**src/rtl/phys_bus_pkg.sv**
```systemverilog
// Shared types and constants for the physical-address bus router and its decoder.
package phys_bus_pkg;

  localparam logic [15:0] IO_BASE_HI = 16'h1FAF;
  localparam logic [31:0] ERR_RDATA  = 32'h0;

  typedef enum logic [1:0] {
    REG_RAM,
    REG_IO,
    REG_UNMAPPED
  } region_e;

  typedef enum logic [1:0] {
    StIdle,
    StRamWait,
    StIoWait,
    StResp
  } state_e;

endpackage

```
**src/rtl/phys_region_decode.sv**
```systemverilog
// Combinational physical-address region decoder: RAM, MMIO window or unmapped.
module phys_region_decode
  import phys_bus_pkg::*;
#(
  parameter int unsigned RAM_AW = 16
) (
  input  logic [31:0] addr,
  output logic [1:0]  region
);

  logic in_ram;

  // Everything above the RAM byte range must be zero.
  assign in_ram = (addr >> (RAM_AW + 2)) == 32'h0;

  always_comb begin
    region = REG_UNMAPPED;
    if (in_ram) begin
      region = REG_RAM;
    end else if (addr[31:16] == IO_BASE_HI) begin
      region = REG_IO;
    end
  end

endmodule

```
**src/rtl/phys_bus_router.sv**
```systemverilog
// Single-outstanding CPU data-port responder routing to on-chip RAM or the MMIO window,
// with fixed RAM latency, bounded MMIO wait and a one-cycle response pulse.
module phys_bus_router
  import phys_bus_pkg::*;
#(
  parameter int unsigned RAM_AW     = 16,
  parameter int unsigned RAM_LAT    = 1,
  parameter int unsigned IO_TIMEOUT = 255
) (
  input  logic              clk,
  input  logic              rst,
  input  logic              cpu_req,
  input  logic              cpu_we,
  input  logic [3:0]        cpu_be,
  input  logic [31:0]       cpu_addr,
  input  logic [31:0]       cpu_wdata,
  output logic              cpu_ready,
  output logic              cpu_rvalid,
  output logic [31:0]       cpu_rdata,
  output logic              cpu_err,
  output logic              ram_en,
  output logic [3:0]        ram_we,
  output logic [RAM_AW-1:0] ram_addr,
  output logic [31:0]       ram_wdata,
  input  logic [31:0]       ram_rdata,
  output logic              io_req,
  output logic              io_we,
  output logic [3:0]        io_be,
  output logic [15:0]       io_addr,
  output logic [31:0]       io_wdata,
  input  logic              io_ack,
  input  logic [31:0]       io_rdata
);

  localparam int unsigned CntMax = (RAM_LAT > IO_TIMEOUT) ? RAM_LAT : IO_TIMEOUT;
  localparam int unsigned CntW   = $clog2(CntMax + 1);
  localparam logic [CntW-1:0] RamLast = CntW'(RAM_LAT - 1);
  localparam logic [CntW-1:0] IoLast  = CntW'(IO_TIMEOUT - 1);

  state_e          state_q;
  logic [CntW-1:0] cnt_q;
  logic            we_q;
  logic [1:0]      region;

  phys_region_decode #(
    .RAM_AW(RAM_AW)
  ) u_decode (
    .addr  (cpu_addr),
    .region(region)
  );

  assign cpu_ready = (state_q == StIdle) && !rst;

  always_ff @(posedge clk) begin
    if (rst) begin
      state_q    <= StIdle;
      cnt_q      <= '0;
      we_q       <= 1'b0;
      cpu_rvalid <= 1'b0;
      cpu_rdata  <= '0;
      cpu_err    <= 1'b0;
      ram_en     <= 1'b0;
      ram_we     <= '0;
      ram_addr   <= '0;
      ram_wdata  <= '0;
      io_req     <= 1'b0;
      io_we      <= 1'b0;
      io_be      <= '0;
      io_addr    <= '0;
      io_wdata   <= '0;
    end else begin
      // RAM strobes and the response are single-cycle pulses.
      ram_en     <= 1'b0;
      ram_we     <= '0;
      cpu_rvalid <= 1'b0;
      unique case (state_q)
        StIdle: begin
          if (cpu_req) begin
            cnt_q <= '0;
            we_q  <= cpu_we;
            case (region)
              REG_RAM: begin
                state_q   <= StRamWait;
                ram_en    <= 1'b1;
                ram_we    <= cpu_we ? cpu_be : 4'h0;
                ram_addr  <= cpu_addr[RAM_AW+1:2];
                ram_wdata <= cpu_wdata;
              end
              REG_IO: begin
                state_q  <= StIoWait;
                io_req   <= 1'b1;
                io_we    <= cpu_we;
                io_be    <= cpu_be;
                io_addr  <= cpu_addr[15:0];
                io_wdata <= cpu_wdata;
              end
              default: begin
                state_q    <= StResp;
                cpu_rvalid <= 1'b1;
                cpu_err    <= 1'b1;
                cpu_rdata  <= ERR_RDATA;
              end
            endcase
          end
        end
        StRamWait: begin
          if (cnt_q == RamLast) begin
            state_q    <= StResp;
            cpu_rvalid <= 1'b1;
            cpu_err    <= 1'b0;
            cpu_rdata  <= we_q ? 32'h0 : ram_rdata;
          end else begin
            cnt_q <= cnt_q + 1'b1;
          end
        end
        StIoWait: begin
          // An ack in the final allowed cycle still wins over the timeout.
          if (io_ack) begin
            state_q    <= StResp;
            io_req     <= 1'b0;
            cpu_rvalid <= 1'b1;
            cpu_err    <= 1'b0;
            cpu_rdata  <= we_q ? 32'h0 : io_rdata;
          end else if (cnt_q == IoLast) begin
            state_q    <= StResp;
            io_req     <= 1'b0;
            cpu_rvalid <= 1'b1;
            cpu_err    <= 1'b1;
            cpu_rdata  <= ERR_RDATA;
          end else begin
            cnt_q <= cnt_q + 1'b1;
          end
        end
        StResp: begin
          state_q   <= StIdle;
          cpu_err   <= 1'b0;
          cpu_rdata <= '0;
        end
        default: state_q <= StIdle;
      endcase
    end
  end

endmodule

```
**config.mk**
```make
export PLATFORM = sky130hd
export DESIGN_NAME = phys_bus_router
export DESIGN_NICKNAME = d
export VERILOG_FILES = /design/src/rtl/phys_bus_pkg.sv /design/src/rtl/phys_region_decode.sv /design/src/rtl/phys_bus_router.sv
export SDC_FILE = /design/constraint.sdc
export NUM_CORES = 1
export LEC_CHECK = 0
export CORE_ASPECT_RATIO = 0.6
export CORE_MARGIN = 5
export CORE_UTILIZATION = 35
export DETAILED_ROUTE_END_ITERATION = 12
export GPL_TIMING_DRIVEN = 0
export PLACE_DENSITY = 0.8
export SYNTH_ARGS = -nofsm -noshare
export SYNTH_HDL_FRONTEND = slang
export SYNTH_SLANG_ARGS = --single-unit
```
**constraint.sdc**
```tcl
create_clock -name clk -period 2.3 [get_ports clk]
set_clock_uncertainty 0.2 [all_clocks]
set_input_delay 0.46 -clock clk [delete_from_list [all_inputs] [get_ports clk]]
set_output_delay 0.46 -clock clk [all_outputs]
set_load 0.005 [all_outputs]
```
**Clock nets**

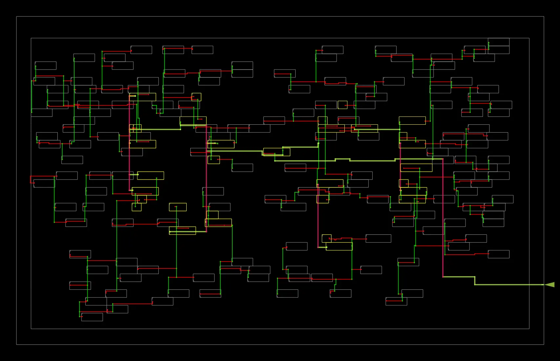
FFs & Latches: 152
TritonCTS buffer count: 17
Clk power: 2.77 mW
# clock sinks: 152

==> flow_metrics.py <==
# Metrics from the implementation run
metrics = {
    "status": {
        "run_status": "finished with violations",
        "failed_checks": "negative setup slack",
    },
    "grt": {
        "gr-usage-all-layers": 0.205,
        "grt_first_pass_wirelength_um": 33700,
        "maximum_number_of_pins_on_one_net_before_global_route_repair": 17,
        "m2_gr_usage": 0.315,
        "antenna_violations_before_repair": 0,
        "groute.layer.met3.usage": 0.0784,
        "via_count_of_the_first_global_routing_pass": 6261,
    },
    "yosys": {
        "ys.flop_type": "sky130_fd_sc_hd__dfxtp_1",
        "top_area_cell": "sky130_fd_sc_hd__dfxtp_1",
        "ys_cells": 749,
        "yosys-top-cells-count": "241 x sky130_fd_sc_hd__nand2_1, 152 x sky130_fd_sc_hd__dfxtp_1, 112 x sky130_fd_sc_hd__a21oi_1",
        "top_area_frac": 0.486,
        "synth-seq-area-share": 0.486,
        "syn_inst": 749,
        "postSynth.asyncResetShare": 0,
        "synth_nets": 894,
        "postSynthAreaPerCell_um2": 8.36,
        "ys_warn_count": 0,
        "post_synth_main_area_contributors": "sky130_fd_sc_hd__dfxtp_1 49%, sky130_fd_sc_hd__nand2_1 14%, sky130_fd_sc_hd__a21oi_1 9.0%, sky130_fd_sc_hd__mux2i_1 5.4%, sky130_fd_sc_hd__a22o_1 4.5%",
    },
    "route": {
        "met2_length_um": 9660,
        "viasPerCell": 4.91,
        "route.antenna.remaining_nets": 0,
        "met3RoutedLength_um": 2220,
        "drt_first_pass_iters": 4,
        "top_layer": "met4",
        "drtIter0Drc": 380,
        "dr_total_vias": 6399,
        "avgRoutedWirePerCell_um": 17.0,
        "drc_errors": 0,
    },
    "critical_path": {
        "path_max_fanout": 7,
        "endpoint_kind": "flip-flop",
        "reg2reg_slack_ns": -0.06,
        "worst-endpoint-arrival_ns": 2.46,
        "crit_path_max_incr_delay_ns": 0.47,
        "critical_path.top_delay_family": "simple AND/OR/NAND/NOR gates",
        "crit_start": "cnt_q[1]",
        "worst_ep_required_time_ns": 2.40,
        "path_class": "flip-flop to flip-flop",
        "endpoint_of_the_worst_setup_timing_path": "cpu_rdata[20]",
    },
    "clocking": {
        "clk_latency_ns": 0.41,
        "cts.path.max_buffers": 2,
        "cts_tree": "done",
        "clockRootBuffer": "sky130_fd_sc_hd__clkbuf_16",
        "cts_hold_buffers": 0,
        "clock_transition_at_path_regs_ns": 0.06,
        "cts.htree.levels": 4,
    },
    "floorplanning": {
        "rows": 37,
        "io_pins": 279,
        "dieWidth_um": 183,
    },
    "cells_and_area": {
        "area_of_the_multi_input_gates_um2": 3080,
        "mostFrequentLayoutCells": "270 x sky130_fd_sc_hd__clkdlybuf4s50_1, 241 x sky130_fd_sc_hd__nand2_1, 150 x sky130_fd_sc_hd__dfxtp_1, 110 x sky130_fd_sc_hd__a21oi_1, 35 x sky130_fd_sc_hd__nand2b_1",
        "logic_gate_count": 536,
        "final.signal_inverter_count": 6,
        "sh_comb_area": 0.300,
        "fin_area_um2": 10200,
        "layout.non_clock_buffers": 342,
        "antenna_cells": 0,
        "drive_gt1_frac": 0.101,
        "clock_tree_area_fraction": 0.0572,
    },
    "sta": {
        "tns_ns": -0.930,
        "grt_setup_unrepaired": "yes",
        "max_slew.worst_pin.slew_ns": 0.682,
        "hold_slack_ns": 0.182,
        "timing.final.hold_violations": 0,
        "timing.final.crit_share": 1.03,
        "post_route_worst_setup_slack_ns": -0.0612,
        "setup-violations-final": 33,
        "finalCriticalPeriod_ns": 2.36,
        "clock.fmax_mhz": 424,
        "slew-limit-headroom": 0.545,
    },
    "place": {
        "gp_congestion": 0.844,
    },
    "min_path": {
        "worst_hold_startpoint": "cpu_addr[16]",
        "worst_hold_path.endpoint": "ram_addr[14]",
        "worst_hold_path_cells": 3,
    },
    "pwr": {
        "ir_worst_vdd_mv": 0.462,
        "areal_power_density_over_the_cells_nw_per_um2": 762,
    },
    "job": {
        "stage_log_warnings": 34,
        "max_cap_viol_count": 0,
    },
}
**The metal 3 layer**

Scale: 3 px per um.
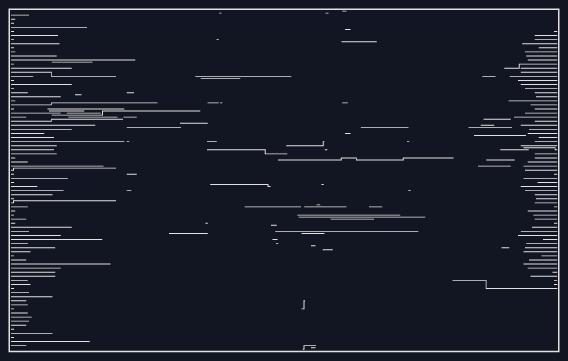
The longest straight run is 47.4 um. The wires run mostly horizontal. The layer carries 2220 um of wire.

[worst reg2reg max path: stages, from the launching register on]
cell                       delay, ns
sky130_fd_sc_hd__dfxtp_4        0.36
sky130_fd_sc_hd__inv_2          0.07
sky130_fd_sc_hd__ha_4           0.12
sky130_fd_sc_hd__or4b_4         0.47
sky130_fd_sc_hd__o41ai_4        0.33
sky130_fd_sc_hd__nand3_2        0.14
sky130_fd_sc_hd__nand2b_4       0.25
sky130_fd_sc_hd__buf_12         0.17
sky130_fd_sc_hd__mux2i_2        0.14
[power breakdown]
group | internal, mW | switching, mW
Combinational | 1.16 | 1.06
Sequential | 2.74 | 0.0738
Clock | 1.54 | 1.23
Total | 5.44 | 2.36
[sequential cells by signal, summed over array words and instances (netlist names)]
| register | flops |
|---|---|
| io_wdata | 32 |
| ram_addr | 16 |
| io_be | 4 |
| io_we | 1 |
| cnt_q | 8 |
| io_req | 1 |
| ram_we | 4 |
| ram_wdata | 32 |
| cpu_rdata | 32 |
| state_q | 2 |
| we_q | 1 |
| cpu_rvalid | 1 |
| ram_en | 1 |
| io_addr | 16 |
| cpu_err | 1 |
[what timing repair did]
action / CTS / global route
endpoints found under the setup margin: 142 / 120
gates resized: 58 / 35
cloned: 2 / 0
pin swaps: 5 / 8
buffers inserted: 8 / 5
[metrics by stage]
step | cells | utilization
4_1_cts | 1300 | 0.585
6_report | 1302 | 0.590
3_3_place_gp | 1260 | 0.537
3_5_place_dp | 1260 | 0.537
2_1_floorplan | 749 | -
5_1_grt | 1302 | 0.590
[kinds of logic after synthesis]
group                    synth area share
multiplexers                       0.0562
flip-flops                          0.486
AND/OR/NAND/NOR                     0.236
buffers and inverters              0.0472
adder cells (fa/ha/maj)            0.0160
AND-OR/OR-AND                       0.158
Power is estimated from default activity; no workload was simulated.
